File: src/rtl/mem_port_arbiter.sv
// Arbitrates a fetch and a data requester onto one memory port with a single
// outstanding transaction and a response timeout.
// Build macro ARB_ROUND_ROBIN_EN: alternate grants under contention.
// Without that macro, data always wins.
module mem_port_arbiter #(
    parameter int ADDR_W  = 32,
    parameter int DATA_W  = 32,
    parameter int TIMEOUT = 15
) (
    input  logic              clk,
    input  logic              rst,
    input  logic              en,
    input  logic              fetch_req,
    input  logic [ADDR_W-1:0] fetch_addr,
    output logic              fetch_gnt,
    output logic              fetch_vld,
    output logic              fetch_err,
    output logic [DATA_W-1:0] fetch_data,
    input  logic              data_req,
    input  logic [ADDR_W-1:0] data_addr,
    output logic              data_gnt,
    output logic              data_vld,
    output logic              data_err,
    output logic [DATA_W-1:0] data_data,
    output logic              mem_req,
    output logic [ADDR_W-1:0] mem_addr,
    input  logic              mem_vld,
    input  logic [DATA_W-1:0] mem_data,
    output logic              busy
);

    typedef enum logic [1:0] {
        S_IDLE = 2'd0,
        S_WAIT = 2'd1,
        S_RESP = 2'd2
    } state_t;

    localparam logic       OWN_FETCH = 1'b0;
    localparam logic       OWN_DATA  = 1'b1;
    // Last wait cycle index; mem_vld on this cycle still counts as a response.
    localparam logic [7:0] WAIT_LAST = 8'(TIMEOUT - 1);

    state_t            state_q, state_d;
    logic              owner_q, owner_d;
    logic [7:0]        cnt_q, cnt_d;
    logic [ADDR_W-1:0] mem_addr_q, mem_addr_d;
    logic [DATA_W-1:0] fetch_data_q, fetch_data_d;
    logic [DATA_W-1:0] data_data_q, data_data_d;
    logic              fetch_vld_q, fetch_vld_d;
    logic              fetch_err_q, fetch_err_d;
    logic              data_vld_q, data_vld_d;
    logic              data_err_q, data_err_d;
    logic              grant_s;
    logic              win_data_s;
`ifdef ARB_ROUND_ROBIN_EN
    logic              last_owner_q, last_owner_d;
`endif

    // Select the winning requester for the current cycle.
    always_comb begin
        win_data_s = 1'b0;
        if (fetch_req && data_req) begin
`ifdef ARB_ROUND_ROBIN_EN
            win_data_s = (last_owner_q == OWN_FETCH);
`else
            win_data_s = 1'b1;
`endif
        end else begin
            win_data_s = data_req;
        end
    end

    assign grant_s = !rst && (state_q == S_IDLE) && en && (fetch_req || data_req);

    // State register and all datapath flops.
    always_ff @(posedge clk) begin
        if (rst) begin
            state_q      <= S_IDLE;
            owner_q      <= OWN_DATA;
            cnt_q        <= 8'd0;
            mem_addr_q   <= {ADDR_W{1'b0}};
            fetch_data_q <= {DATA_W{1'b0}};
            data_data_q  <= {DATA_W{1'b0}};
            fetch_vld_q  <= 1'b0;
            fetch_err_q  <= 1'b0;
            data_vld_q   <= 1'b0;
            data_err_q   <= 1'b0;
`ifdef ARB_ROUND_ROBIN_EN
            last_owner_q <= OWN_DATA;
`endif
        end else begin
            state_q      <= state_d;
            owner_q      <= owner_d;
            cnt_q        <= cnt_d;
            mem_addr_q   <= mem_addr_d;
            fetch_data_q <= fetch_data_d;
            data_data_q  <= data_data_d;
            fetch_vld_q  <= fetch_vld_d;
            fetch_err_q  <= fetch_err_d;
            data_vld_q   <= data_vld_d;
            data_err_q   <= data_err_d;
`ifdef ARB_ROUND_ROBIN_EN
            last_owner_q <= last_owner_d;
`endif
        end
    end

    // Next-state and datapath updates.
    always_comb begin
        state_d      = state_q;
        owner_d      = owner_q;
        cnt_d        = cnt_q;
        mem_addr_d   = mem_addr_q;
        fetch_data_d = fetch_data_q;
        data_data_d  = data_data_q;
        fetch_vld_d  = 1'b0;
        fetch_err_d  = 1'b0;
        data_vld_d   = 1'b0;
        data_err_d   = 1'b0;
`ifdef ARB_ROUND_ROBIN_EN
        last_owner_d = last_owner_q;
`endif
        case (state_q)
            S_IDLE: begin
                if (grant_s) begin
                    state_d    = S_WAIT;
                    owner_d    = win_data_s;
                    mem_addr_d = win_data_s ? data_addr : fetch_addr;
                    cnt_d      = 8'd0;
`ifdef ARB_ROUND_ROBIN_EN
                    last_owner_d = win_data_s;
`endif
                end else begin
                    state_d = S_IDLE;
                end
            end
            S_WAIT: begin
                if (mem_vld) begin
                    // Response data goes straight to the owner's output register.
                    state_d = S_RESP;
                    if (owner_q == OWN_DATA) begin
                        data_data_d = mem_data;
                        data_vld_d  = 1'b1;
                    end else begin
                        fetch_data_d = mem_data;
                        fetch_vld_d  = 1'b1;
                    end
                end else if (cnt_q == WAIT_LAST) begin
                    state_d = S_IDLE;
                    cnt_d   = cnt_q + 8'd1;
                    if (owner_q == OWN_DATA) begin
                        data_data_d = {DATA_W{1'b0}};
                        data_err_d  = 1'b1;
                    end else begin
                        fetch_data_d = {DATA_W{1'b0}};
                        fetch_err_d  = 1'b1;
                    end
                end else begin
                    cnt_d = cnt_q + 8'd1;
                end
            end
            S_RESP: begin
                state_d = S_IDLE;
            end
            default: begin
                state_d = S_IDLE;
            end
        endcase
    end

    // Output decode; grants are combinational pulses in the IDLE cycle.
    always_comb begin
        fetch_gnt = 1'b0;
        data_gnt  = 1'b0;
        if (grant_s) begin
            fetch_gnt = !win_data_s;
            data_gnt  = win_data_s;
        end else begin
            fetch_gnt = 1'b0;
            data_gnt  = 1'b0;
        end
        mem_req = !rst && (state_q == S_WAIT);
        busy    = !rst && (state_q != S_IDLE);
    end

    assign fetch_vld  = fetch_vld_q && !rst;
    assign fetch_err  = fetch_err_q && !rst;
    assign data_vld   = data_vld_q && !rst;
    assign data_err   = data_err_q && !rst;
    assign fetch_data = fetch_data_q;
    assign data_data  = data_data_q;
    assign mem_addr   = mem_addr_q;

endmodule

File: config.mk
export PLATFORM = sky130hd
export DESIGN_NAME = mem_port_arbiter
export DESIGN_NICKNAME = d
export VERILOG_FILES = /design/src/rtl/mem_port_arbiter.sv
export SDC_FILE = /design/constraint.sdc
export NUM_CORES = 1
export LEC_CHECK = 0
export CORE_MARGIN = 2
export CORE_UTILIZATION = 43
export CTS_CLUSTER_DIAMETER = 100
export DETAILED_ROUTE_END_ITERATION = 16
export PLACE_DENSITY = 0.83
export SYNTH_ARGS = -nofsm -noshare
export SYNTH_HDL_FRONTEND = slang
export SYNTH_SLANG_ARGS = --single-unit
File: constraint.sdc
create_clock -name clk -period 4.99 [get_ports clk]
set_input_delay 0.998 -clock clk [delete_from_list [all_inputs] [get_ports clk]]
set_output_delay 0.998 -clock clk [all_outputs]
set_load 0.05 [all_outputs]
Fig. 1: signal wires on met1
Supply wires on this layer in grey.
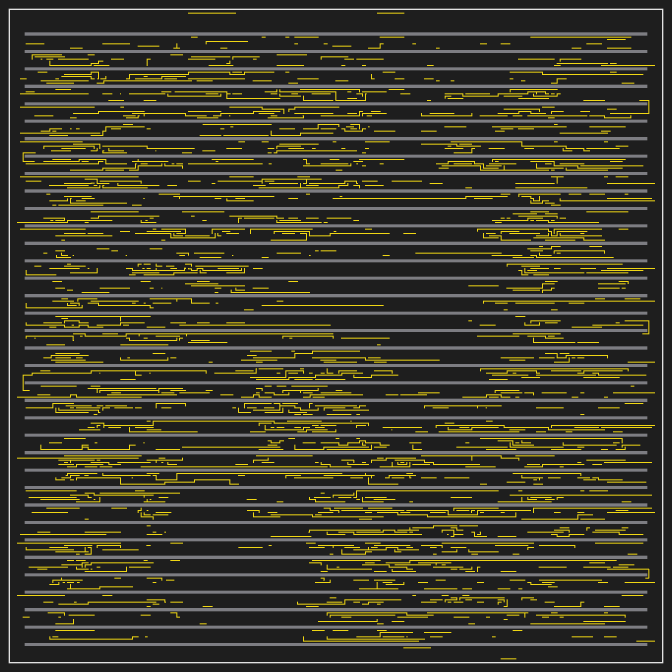
- nets with wire on the layer: 577
- main direction: horizontal
met1 routing resource usage after global routing: 26.0%
total length of routed wires: 12,400 microns
count of vias placed by the detailed router: 3,821

Fig. 2: wiring heat map
The die is cut into 20 by 20 equal tiles; black is low, pale yellow is high, scaled to the fullest tile. Values are wire area over tile area, all layers added.
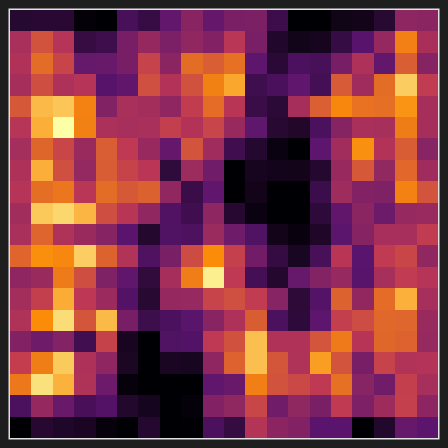
- tiles over half the peak: 31%
- nearly empty tiles: 6.2%
- fullest tile: 0.52
total track usage: 22.8%
per-cell routed wire length: 17.7 microns

Fig. 3: cell placement
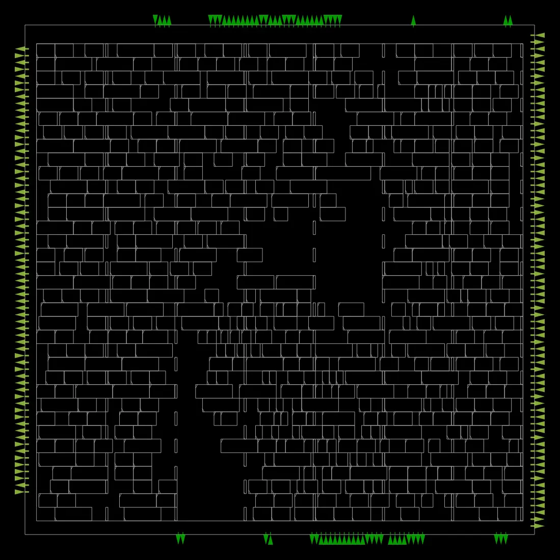
fill cell count: 709
sequential cell count of the final layout: 111
total core area: 0.00924 sq mm

Fig. 4: cells coloured by class
Bar = 20 microns. Fill, decap, tap and diode cells in grey.
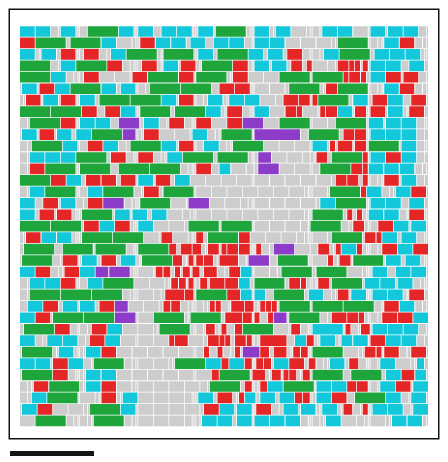
- sequential cells: green (cells 111)
- remaining buffers and delay cells: cyan (cells 213)
- clock drivers and dummy loads: purple (cells 16)
- combinational and other logic: red (cells 232)

==> summary.txt <==
Synthesis and place-and-route results.

- Data on the critical path is required at its endpoint by 3990 ps.
- Setup slack closes at 1070 ps.
- The flow ran to the end, and the final reports show no timing, DRC or antenna violations.
- The DRC violation count after routing is 0.
- Of the total synthesized cell area, the portion taken by XOR and XNOR cells is 0.214%.
- The TritonCTS clock tree is yes.
- STA classifies the critical path endpoint as a primary output.
- Pin placement for this block handled 206 I/O pins.
- The startpoint type of the worst setup path is a primary input.
- The area fraction in full adders, half adders and majority gates is 0.610%.
- The share of the core area taken by cells at floorplan is 44.4%.
- The chip area is 0.0103 sq mm.
- The top logic cell family in the synthesized netlist is AND-OR/OR-AND gates.
- The floorplan has 35 rows.
- Combinational logic is responsible for 18.8% of the overall power.
- Post-route period utilization is reported as 78.5%.
- The mapped netlist covers 0.00410 sq mm.
- In this run the tightest slew margin relative to its limit is 34.0%.
- The post-synthesis chip area from yosys is 0.00410 sq mm.
- Static timing analysis puts the maximum clock frequency at 0.255 GHz.
- The share of total power in the clock network is 30.6%.
- Of all flip-flops after synthesis, the portion carrying an async set or reset was 0%.
-- routing by layer --
| layer | vias to the layer above | global-route usage, % | wire, microns |
|---|---|---|---|
| li1 | 1835 | - | - |
| met1 | 1795 | 26.0 | 4910 |
| met2 | 183 | 38.7 | 5780 |
| met3 | 8 | 9.94 | 1580 |
| met4 | 0 | 6.96 | 137 |
| met5 | - | 0 | 0 |
-- power by group through the flow --
stage,Clock (uW),Combinational (uW),Sequential (uW)
6_report,560,345,926
5_1_grt,608,363,930
4_1_cts,573,346,926
3_5_place_dp,0,344,947
3_3_place_gp,0,339,946
2_1_floorplan,0,95.1,1030
-- final timing paths --
kind / slack (ps) / endpoint
max: 1070 / busy
min reg2reg: 470 / data_data[22]
min: 470 / data_data[22]
max reg2reg: 2950 / cnt_q[6]
-- registers in the layout, indices dropped and copies added, names as in the netlist, 2 cells and up --
register and count:
cnt_q 8, data_data 32, fetch_data 32, mem_addr 32, state_q 2
-- cells in the final DEF, fill, tap and decap left out, drive strengths merged, types with 2 or more instances in the layout --
master / netlist / routed
a21oi: 8 / 8
mux2i: 33 / 33
ha: 2 / 2
nor2b: 4 / 4
or4: 4 / 4
buf: 9 / 11
clkinv: 1 / 2
nand3: 11 / 11
a211oi: 25 / 25
a32o: 64 / 64
o211ai: 2 / 2
nor2: 40 / 40
clkbuf: 25 / 9
and3: 2 / 2
or3: 3 / 3
clkdlybuf4s50: 0 / 202
nand2: 4 / 4
o21ai: 10 / 10
inv: 5 / 10
dfxtp: 111 / 111
-- metrics by stage --
step	area, sq um	hold slack (ps)	total power [uW]
finish	6460	473	1830
global route	6460	493	1900
CTS	6460	478	1850
detailed placement	6250	453	1290
global placement	6250	445	1280
floorplan	4100	426	1130
-- worst max-delay path, stage by stage --
cell and delay, ps:
clkdlybuf4s50_1 690, buf_4 410, nor2_1 100, clkdlybuf4s50_1 710
-- cells by family after synthesis --
kind of cell	Yosys count
AOI/OAI and AO/OA	114
buffers and inverters	40
and+or+nand+nor	76
xor gates and xnor gates	1
muxes	33
adders and majority gates	2
DFF	111
-- final cells by class --
class	count	area [sq um]	area share (%)
clock inverter	7	85.1	1.32
tap	129	161	2.50
multi-input combinational	226	1730	26.8
timing repair buffer	213	2110	32.7
inverter	6	22.5	0.348
sequential	111	2220	34.4
clock buffer	9	124	1.92
Power figures rest on the tool's default switching activity, not on a simulated workload.
